### config.mk
export PLATFORM = sky130hd
export DESIGN_NAME = bram_stream_reader
export DESIGN_NICKNAME = d
export VERILOG_FILES = /design/src/rtl/bram_stream_reader.sv
export SDC_FILE = /design/constraint.sdc
export NUM_CORES = 1
export LEC_CHECK = 0
export CAP_MARGIN = 20
export CORE_MARGIN = 10
export CORE_UTILIZATION = 55
export CTS_BUF_LIST = sky130_fd_sc_hd__clkbuf_4 sky130_fd_sc_hd__clkbuf_8
export CTS_CLUSTER_SIZE = 16
export DETAILED_ROUTE_END_ITERATION = 16
export MAX_ROUTING_LAYER = met4
export PLACE_DENSITY = 0.89
export SETUP_SLACK_MARGIN = 0.3
export SLEW_MARGIN = 0
export SYNTH_ARGS = -nofsm -noshare
export SYNTH_HDL_FRONTEND = slang
export SYNTH_SLANG_ARGS = --single-unit
### constraint.sdc
create_clock -name clk -period 6.8 [get_ports clk]
set_input_delay 2.04 -clock clk [delete_from_list [all_inputs] [get_ports clk]]
set_output_delay 2.04 -clock clk [all_outputs]
set_load 0.01 [all_outputs]
### src/rtl/bram_stream_reader.sv
// bram_stream_reader
//   Read-side initiator for a synchronous BRAM port (1-cycle read latency).
//   Fetches a programmed run of consecutive words (base_addr, length) and
//   presents them as a valid/ready stream with a last-word marker. Never
//   writes the BRAM.
//
//   Optional feature macro: BRAM_STREAM_READER_LOOP_EN
//     When defined, adds input 'loop': if loop=1 when the last word of a pass
//     is issued, the run restarts at base_addr with the original length and
//     the FSM stays in RUN. Each pass still ends with out_last; done pulses
//     only when a pass completes with loop=0. abort is the only other exit.
//
// Ports
//   clk, rst        single clock, asynchronous active-high reset
//   start           launch a run (sampled in IDLE only)
//   abort           cancel current run; wins over everything
//   base_addr       first address of the run (sampled with start)
//   length          words in run, 0..2**ADDR_WIDTH (sampled with start)
//   mem_en/mem_wr   BRAM read strobe / write enable (always 0)
//   mem_addr        BRAM read address
//   mem_data        BRAM read data, valid the cycle after mem_en
//   out_valid/out_ready/out_data/out_last   output stream
//   busy            high while not IDLE
//   done            1-cycle pulse when a run completes normally

module bram_stream_reader #(
    parameter int DATA_WIDTH = 8,
    parameter int ADDR_WIDTH = 4
) (
    input  logic                  clk,
    input  logic                  rst,
    input  logic                  start,
    input  logic                  abort,
    input  logic [ADDR_WIDTH-1:0] base_addr,
    input  logic [ADDR_WIDTH:0]   length,
`ifdef BRAM_STREAM_READER_LOOP_EN
    input  logic                  loop,
`endif
    output logic                  mem_en,
    output logic                  mem_wr,
    output logic [ADDR_WIDTH-1:0] mem_addr,
    input  logic [DATA_WIDTH-1:0] mem_data,
    output logic                  out_valid,
    input  logic                  out_ready,
    output logic [DATA_WIDTH-1:0] out_data,
    output logic                  out_last,
    output logic                  busy,
    output logic                  done
);

    // vld_pipe[0] : read presented to the BRAM this cycle (== mem_en)
    // vld_pipe[1] : read data present on mem_data this cycle
    localparam int STAGES     = 1;
    localparam int FIFO_DEPTH = 3;

    typedef enum logic [1:0] {
        IDLE,
        RUN,
        DRAIN
    } state_t;

    state_t state, state_nxt;

    // Run bookkeeping
    logic [ADDR_WIDTH-1:0] addr_q;
    logic [ADDR_WIDTH-1:0] base_q;
    logic [ADDR_WIDTH:0]   remaining;
    logic [ADDR_WIDTH:0]   len_q;

    // Read pipeline tracking
    logic [STAGES:0] vld_pipe;
    logic [STAGES:0] last_pipe;

    // Output FIFO
    logic [DATA_WIDTH-1:0] fifo_data [FIFO_DEPTH];
    logic [FIFO_DEPTH-1:0] fifo_last;
    logic [1:0]            wr_ptr;
    logic [1:0]            rd_ptr;
    logic [1:0]            fifo_cnt;

    logic                  loop_en;
    logic                  abort_act;
    logic                  push;
    logic                  pop;
    logic                  room;
    logic [2:0]            committed;
    logic                  issue;
    logic                  issue_last;
    logic                  done_nxt;
    logic [ADDR_WIDTH-1:0] cur_addr;
    logic [ADDR_WIDTH-1:0] cur_base;
    logic [ADDR_WIDTH:0]   cur_rem;
    logic [ADDR_WIDTH:0]   cur_len;

`ifdef BRAM_STREAM_READER_LOOP_EN
    assign loop_en = loop;
`else
    assign loop_en = 1'b0;
`endif

    function automatic logic [1:0] ptr_inc(input logic [1:0] p);
        return (p == 2'(FIFO_DEPTH - 1)) ? 2'd0 : p + 2'd1;
    endfunction

    assign mem_en    = vld_pipe[0];
    assign mem_wr    = 1'b0;
    assign busy      = (state != IDLE);
    assign abort_act = abort & (state != IDLE);

    assign out_valid = (fifo_cnt != 2'd0);
    assign out_data  = fifo_data[rd_ptr];
    assign out_last  = out_valid & fifo_last[rd_ptr];

    assign pop  = out_valid & out_ready;
    assign push = vld_pipe[STAGES] & ~abort_act;

    // Words already promised to the FIFO (stored + in flight) after this
    // cycle's pop. A new read is only launched if it still fits, so the
    // 3-entry FIFO can never overflow regardless of out_ready.
    assign committed = {1'b0, fifo_cnt} + {2'b0, vld_pipe[0]}
                     + {2'b0, vld_pipe[1]} - {2'b0, pop};
    assign room      = (committed < 3'd3);

    // The first read is launched straight from IDLE so mem_en rises the
    // cycle after start; in that cycle the run parameters come from the
    // input ports rather than the latched copies.
    always_comb begin
        if (state == IDLE) begin
            cur_addr = base_addr;
            cur_base = base_addr;
            cur_rem  = length;
            cur_len  = length;
        end else begin
            cur_addr = addr_q;
            cur_base = base_q;
            cur_rem  = remaining;
            cur_len  = len_q;
        end
    end

    // Next-state and issue control
    always_comb begin
        state_nxt  = state;
        issue      = 1'b0;
        done_nxt   = 1'b0;
        issue_last = (cur_rem == (ADDR_WIDTH+1)'(1));
        case (state)
            IDLE: begin
                if (start && !abort) begin
                    if (length == '0) begin
                        done_nxt = 1'b1;
                    end else begin
                        issue     = 1'b1;
                        state_nxt = (issue_last && !loop_en) ? DRAIN : RUN;
                    end
                end
            end
            RUN: begin
                if ((remaining != '0) && room) begin
                    issue = 1'b1;
                    if (issue_last && !loop_en)
                        state_nxt = DRAIN;
                end
            end
            DRAIN: begin
                // Final word handed over: every read has landed and drained.
                if (pop && out_last) begin
                    state_nxt = IDLE;
                    done_nxt  = 1'b1;
                end
            end
            default: state_nxt = IDLE;
        endcase
        if (abort_act) begin
            state_nxt = IDLE;
            issue     = 1'b0;
            done_nxt  = 1'b0;
        end
    end

    always_ff @(posedge clk or posedge rst) begin
        if (rst)
            state <= IDLE;
        else
            state <= state_nxt;
    end

    // Address generation and read pipeline
    always_ff @(posedge clk or posedge rst) begin
        if (rst) begin
            addr_q    <= '0;
            base_q    <= '0;
            remaining <= '0;
            len_q     <= '0;
            mem_addr  <= '0;
            vld_pipe  <= '0;
            last_pipe <= '0;
            done      <= 1'b0;
        end else begin
            done      <= done_nxt;
            // Abort drops the read whose data would land next cycle.
            vld_pipe  <= {vld_pipe[STAGES-1:0] & {STAGES{~abort_act}}, issue};
            last_pipe <= {last_pipe[STAGES-1:0], issue & issue_last};
            if (state == IDLE && start && !abort) begin
                base_q <= base_addr;
                len_q  <= length;
            end
            if (issue) begin
                mem_addr <= cur_addr;
                if (issue_last && loop_en) begin
                    addr_q    <= cur_base;
                    remaining <= cur_len;
                end else begin
                    // Wraps modulo 2**ADDR_WIDTH by width truncation.
                    addr_q    <= cur_addr + 1'b1;
                    remaining <= cur_rem - 1'b1;
                end
            end
        end
    end

    // Output FIFO
    always_ff @(posedge clk or posedge rst) begin
        if (rst) begin
            wr_ptr    <= '0;
            rd_ptr    <= '0;
            fifo_cnt  <= '0;
            fifo_last <= '0;
            for (int i = 0; i < FIFO_DEPTH; i++)
                fifo_data[i] <= '0;
        end else if (abort_act) begin
            wr_ptr   <= '0;
            rd_ptr   <= '0;
            fifo_cnt <= '0;
        end else begin
            if (push) begin
                fifo_data[wr_ptr] <= mem_data;
                fifo_last[wr_ptr] <= last_pipe[STAGES];
                wr_ptr            <= ptr_inc(wr_ptr);
            end
            if (pop)
                rd_ptr <= ptr_inc(rd_ptr);
            case ({push, pop})
                2'b10:   fifo_cnt <= fifo_cnt + 2'd1;
                2'b01:   fifo_cnt <= fifo_cnt - 2'd1;
                default: fifo_cnt <= fifo_cnt;
            endcase
        end
    end

endmodule
==> notes.md, run 1 <==
Results of an implementation run.

The flow ran to the end, and the final reports show no timing, DRC or antenna violations. The most flop-heavy register is fifo_data. The share of synthesized cell area in and, or, nand and nor gates is 13.8%. The first global-routing pass estimated 10.1 mm of wire. Yosys shows that the main logic family after synthesis is multiplexers. The yosys-reported design area after synthesis is 2790 um2. The portion of the clock cycle consumed by the worst path in the final layout is 77.2%. Synthesis produced a netlist with a net count of 293. Across all stage logs, warnings added up to 27.

The remaining max-slew budget at the tightest pin is 53.4%. Setup repair after global routing left no endpoint under its margin. The most common logic cells in the final layout are sky130_fd_sc_hd__dfrtp_1 (53), sky130_fd_sc_hd__clkdlybuf4s50_1 (38), sky130_fd_sc_hd__mux2_2 (30), sky130_fd_sc_hd__nand2_1 (24), sky130_fd_sc_hd__o21ai_0 (19). The switching fraction of total power is 36.8%.

Power spread over the standard cell area amounts to 403 nW/um2. Entering global routing, the biggest net connects 54 pins. For this run, the top clock speed supported by timing is 0.191 GHz. Per STA, the startpoint of the critical path is out_ready. The internal portion of the total power is 844 uW.

In this run the worst setup path terminates at mem_addr[1]. The clock sink count is 53. The number of global-route vias before repair is 2102.
## run 1: power groups by stage
stage	Combinational, uW	Sequential, uW	Clock (uW)
floorplan	394	527	0
global placement	571	566	0
detailed placement	594	575	0
CTS	596	570	178
global route	645	590	193
finish	589	572	174
## run 1: per-layer routing
metal,vias up,global-route usage [%]
li1,1018,-
met2,71,24.1
met4,0,2.87
met1,1025,18.7
met5,-,-
met3,4,3.87
## run 1: worst max-delay path, cell delays in order
cell,delay (ps)
sky130_fd_sc_hd__clkdlybuf4s50_1,450
sky130_fd_sc_hd__nand2_1,210
sky130_fd_sc_hd__inv_1,70
sky130_fd_sc_hd__ha_1,290
sky130_fd_sc_hd__fa_1,350
sky130_fd_sc_hd__inv_1,70
sky130_fd_sc_hd__fa_1,400
sky130_fd_sc_hd__nor2b_1,150
sky130_fd_sc_hd__a211o_1,300
sky130_fd_sc_hd__mux2i_2,360
sky130_fd_sc_hd__nand2_1,230
sky130_fd_sc_hd__inv_2,180
sky130_fd_sc_hd__mux2_2,350
## run 1: per-stage QoR
| stage | setup WS (ps) | hold WS (ps) | util [%] | area [um2] | std cells |
|---|---|---|---|---|---|
| 2_1_floorplan | 2030 | 331 | - | 2790 | 265 |
| 3_3_place_gp | 1370 | 336 | 66.6 | 3210 | 360 |
| 3_5_place_dp | 1250 | 339 | 66.6 | 3210 | 360 |
| 4_1_cts | 1570 | 351 | 68.4 | 3290 | 368 |
| 5_1_grt | 1370 | 362 | 68.8 | 3310 | 369 |
| 6_report | 1550 | 347 | 68.8 | 3310 | 369 |
## run 1: final cells by class
cell class	count	area, um2
clock buffers	6	76.3
inverters	13	48.8
repair buffers	39	400
fillers	368	1500
clock inverters	2	10.0
well taps	67	83.8
multi-input cells	189	1370
flip-flops and latches	53	1330
**Run 1: supply network**

Pins as bars on the die edge. Tap cells in grey.
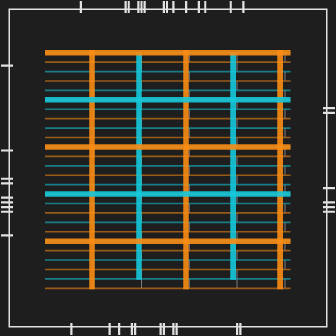
- VDD: cyan
- VSS: orange
- met4 straps: 5
- signal pins: 40
- met1 rails: 26
- met5 straps: 5
- tap cells: 67

**Run 1: cells coloured by class**

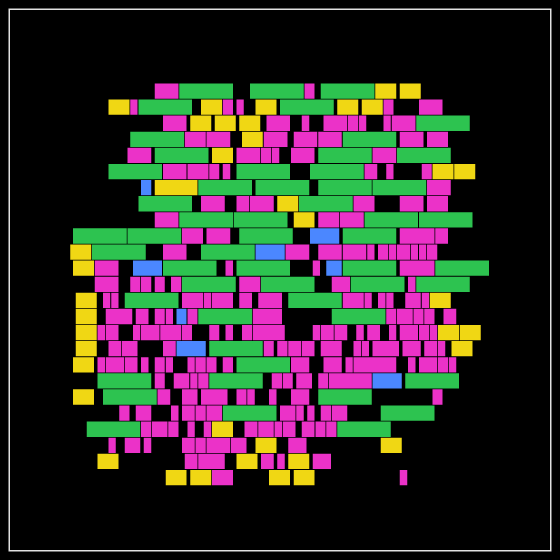
- all other logic: magenta (cells 202)
- clock drivers and dummy loads: blue (cells 8)
- other buffers and delay cells: yellow (cells 39)
- flip-flops: green (cells 53)

**Run 1: clock wires, drivers and flops**

Bar = 20 um.
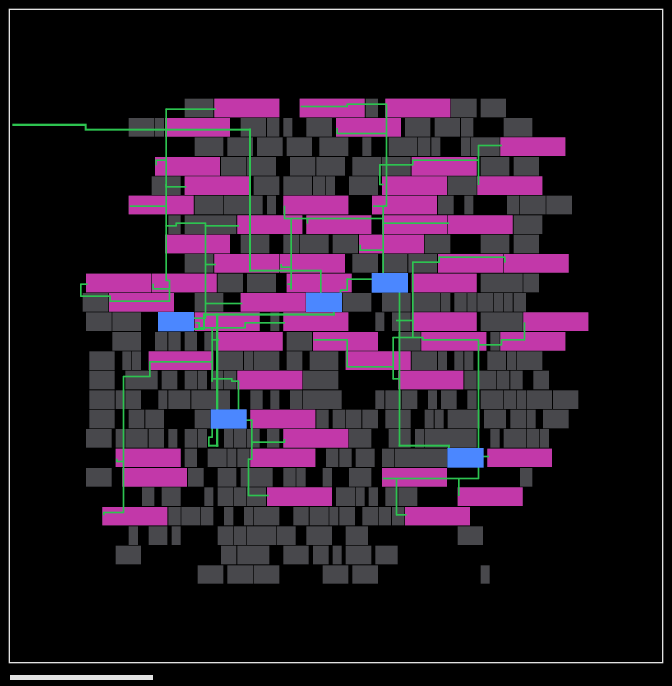
- clock wires: green (length 585 um)
- flip-flops: magenta (count 53)
- cells driving clock nets: blue (count 5)
- routed clock nets: 6

**Run 1: wiring by layer**

Bar = 20 um.
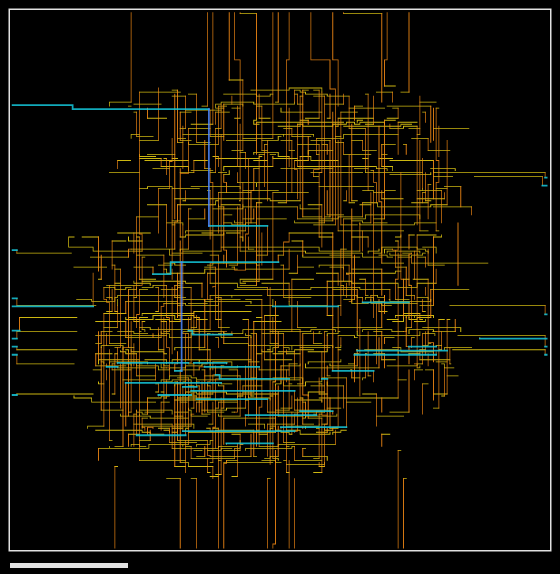
- met2: orange (wire length 3050 um)
- met3: cyan (wire length 327 um)
- met4: blue (wire length 38.1 um)
- met1: yellow (wire length 2690 um)

**Run 1: routing congestion map**

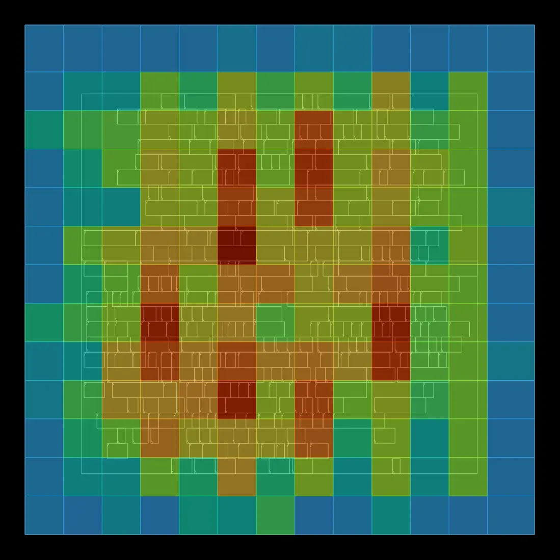

==> run 2: changes to the inputs <==
- clock period: 6.8 -> 5.01 ns (I/O delays scaled with it)
**Run 2: routing congestion map**

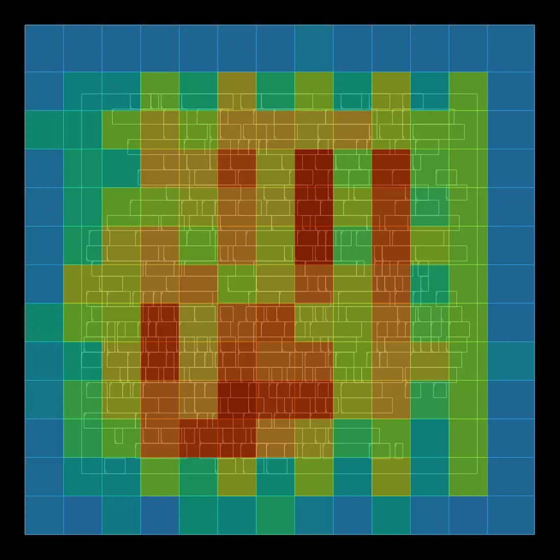
final routed wire length divided by cell count: 16.7 um
global routing usage on met3: 4.28%
fraction of met1 tracks used by global routing: 18.3%

**Run 2: supply network**

Pins as bars on the die edge. Tap cells in grey.
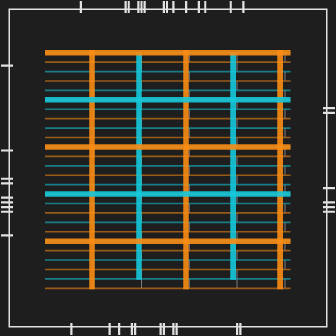
largest voltage drop on the vdd net: 0.347 mV
Floorplan Core Area: 4820 um2
Die H: 91.2 um
Die Width: 91.2 um

==> notes.md, run 2 <==
Results of an implementation run.

The internal power of the cells is 1160 uW (was 844 uW). The number of buffers inserted by post-CTS setup repair is 0 (unchanged). The worst setup skew after layout is 11.8 ps (was 7.42 ps).

Sequence of cells on the critical path: clkdlybuf4s50_1 > nand2_1 > inv_1 > ha_1 > fa_1 > inv_1 > fa_1 > nor2b_1 > a211o_1 > mux2_4 > or4_1 > a21oi_1 (was clkdlybuf4s50_1 > nand2_1 > inv_1 > ha_1 > fa_1 > inv_1 > fa_1 > nor2b_1 > a211o_1 > mux2i_2 > nand2_1 > inv_2 > mux2_2). The stage-log warning count was 27 (unchanged). The remaining max-slew budget at the tightest pin is 55.6% (was 53.4%). The wire length of the first global-routing pass came to 10.5 mm (was 10.1 mm). The combinational group power is 812 uW (was 589 uW). The routed wire length was 6.20 mm (was 6.11 mm).

The critical path's slowest cell was sky130_fd_sc_hd__clkdlybuf4s50_1 (unchanged). The power group with the largest share was combinational cells (unchanged). The number of global-route vias before repair came to 2168 (was 2102). The clock sink count is 53 (unchanged).

The delay contributed by the slowest stage of the critical path is 510 ps (was 450 ps). The most flop-heavy register was fifo_data (unchanged). The power in sequential cells is 775 uW (was 572 uW). The power dissipated in the clock network was 246 uW (was 174 uW).

The pin count of the biggest net entering global routing is 54 (unchanged). After layout, the worst path uses 88.2% of the clock period. The number of nets in the layout is 331 (was 329). Most frequent cells in the layout: sky130_fd_sc_hd__dfrtp_1 (53), sky130_fd_sc_hd__clkdlybuf4s50_1 (38), sky130_fd_sc_hd__mux2_2 (30), sky130_fd_sc_hd__nand2_1 (24), sky130_fd_sc_hd__o21ai_0 (19) (unchanged). Status: complete, no violations (unchanged). Unrepaired setup endpoints after global routing: no (unchanged). The met2 capacity usage during global routing is 24.8% (was 24.1%).

The final count of hold timing violations is 0 (unchanged). The element type at the critical path start is a primary input (unchanged). In this build the clock could be raised as far as 0.226 GHz.
-- run 2: netlist changes by cell type in the layout (fill, tap and decap cells not counted) --
| cell | before | now |
|---|---|---|
| sky130_fd_sc_hd__clkinvlp_4 | 0 | 2 |
| sky130_fd_sc_hd__clkinv_2 | 2 | 0 |
| sky130_fd_sc_hd__buf_4 | 0 | 2 |
-- run 2: final timing paths --
path	start	endpoint	slack [ps]	depth (start not counted)
min in group asynchronous	rst	fifo_data[9]	1500	2
hold reg to reg	last_pipe[0]	last_pipe[1]	360	0
setup / recovery	out_ready	remaining[4]	590	12
setup reg to reg	fifo_cnt[1]	remaining[4]	1490	12
max in group asynchronous	rst	done	2980	3
hold / removal	last_pipe[0]	last_pipe[1]	360	0
-- run 2: worst max-delay path, delay by kind of cell --
family | cells | cell delay [ps]
adders and majority gates | 3 | 990
and+or+nand+nor | 3 | 750
buffers and inverters | 3 | 640
AOI/OAI and AO/OA | 2 | 450
muxes | 1 | 330
-- run 2: metrics by stage --
step	area, um2	hold WS (ps)	std cells	setup slack [ps]	power, uW
floorplan	2790	331	265	775	1250
global placement	3220	337	362	395	1550
detailed placement	3220	338	362	296	1590
CTS	3310	360	370	619	1830
global route	3330	374	371	456	1980
finish	3330	356	371	591	1830
-- run 2: cells by family after synthesis --
family,after synthesis,synth area share [%]
other,1,0.134
multiplexers,45,17.8
AND-OR/OR-AND,61,13.2
buffers and inverters,23,3.36
flip-flops,53,47.6
adder cells (fa/ha/maj),6,3.23
XOR/XNOR,3,0.942
AND/OR/NAND/NOR,73,13.8
-- run 2: final cells by class --
class                   instances  area [um2]  area share [%]
repair buffers                 41         415            12.5
flip-flops and latches         53        1330            39.8
inverters                      13        48.8            1.46
multi-input cells             189        1370            41.1
clock inverters                 2        15.0           0.450
well taps                      67        83.8            2.51
clock buffers                   6        76.3            2.29
Power figures rest on the tool's default switching activity, not on a simulated workload.
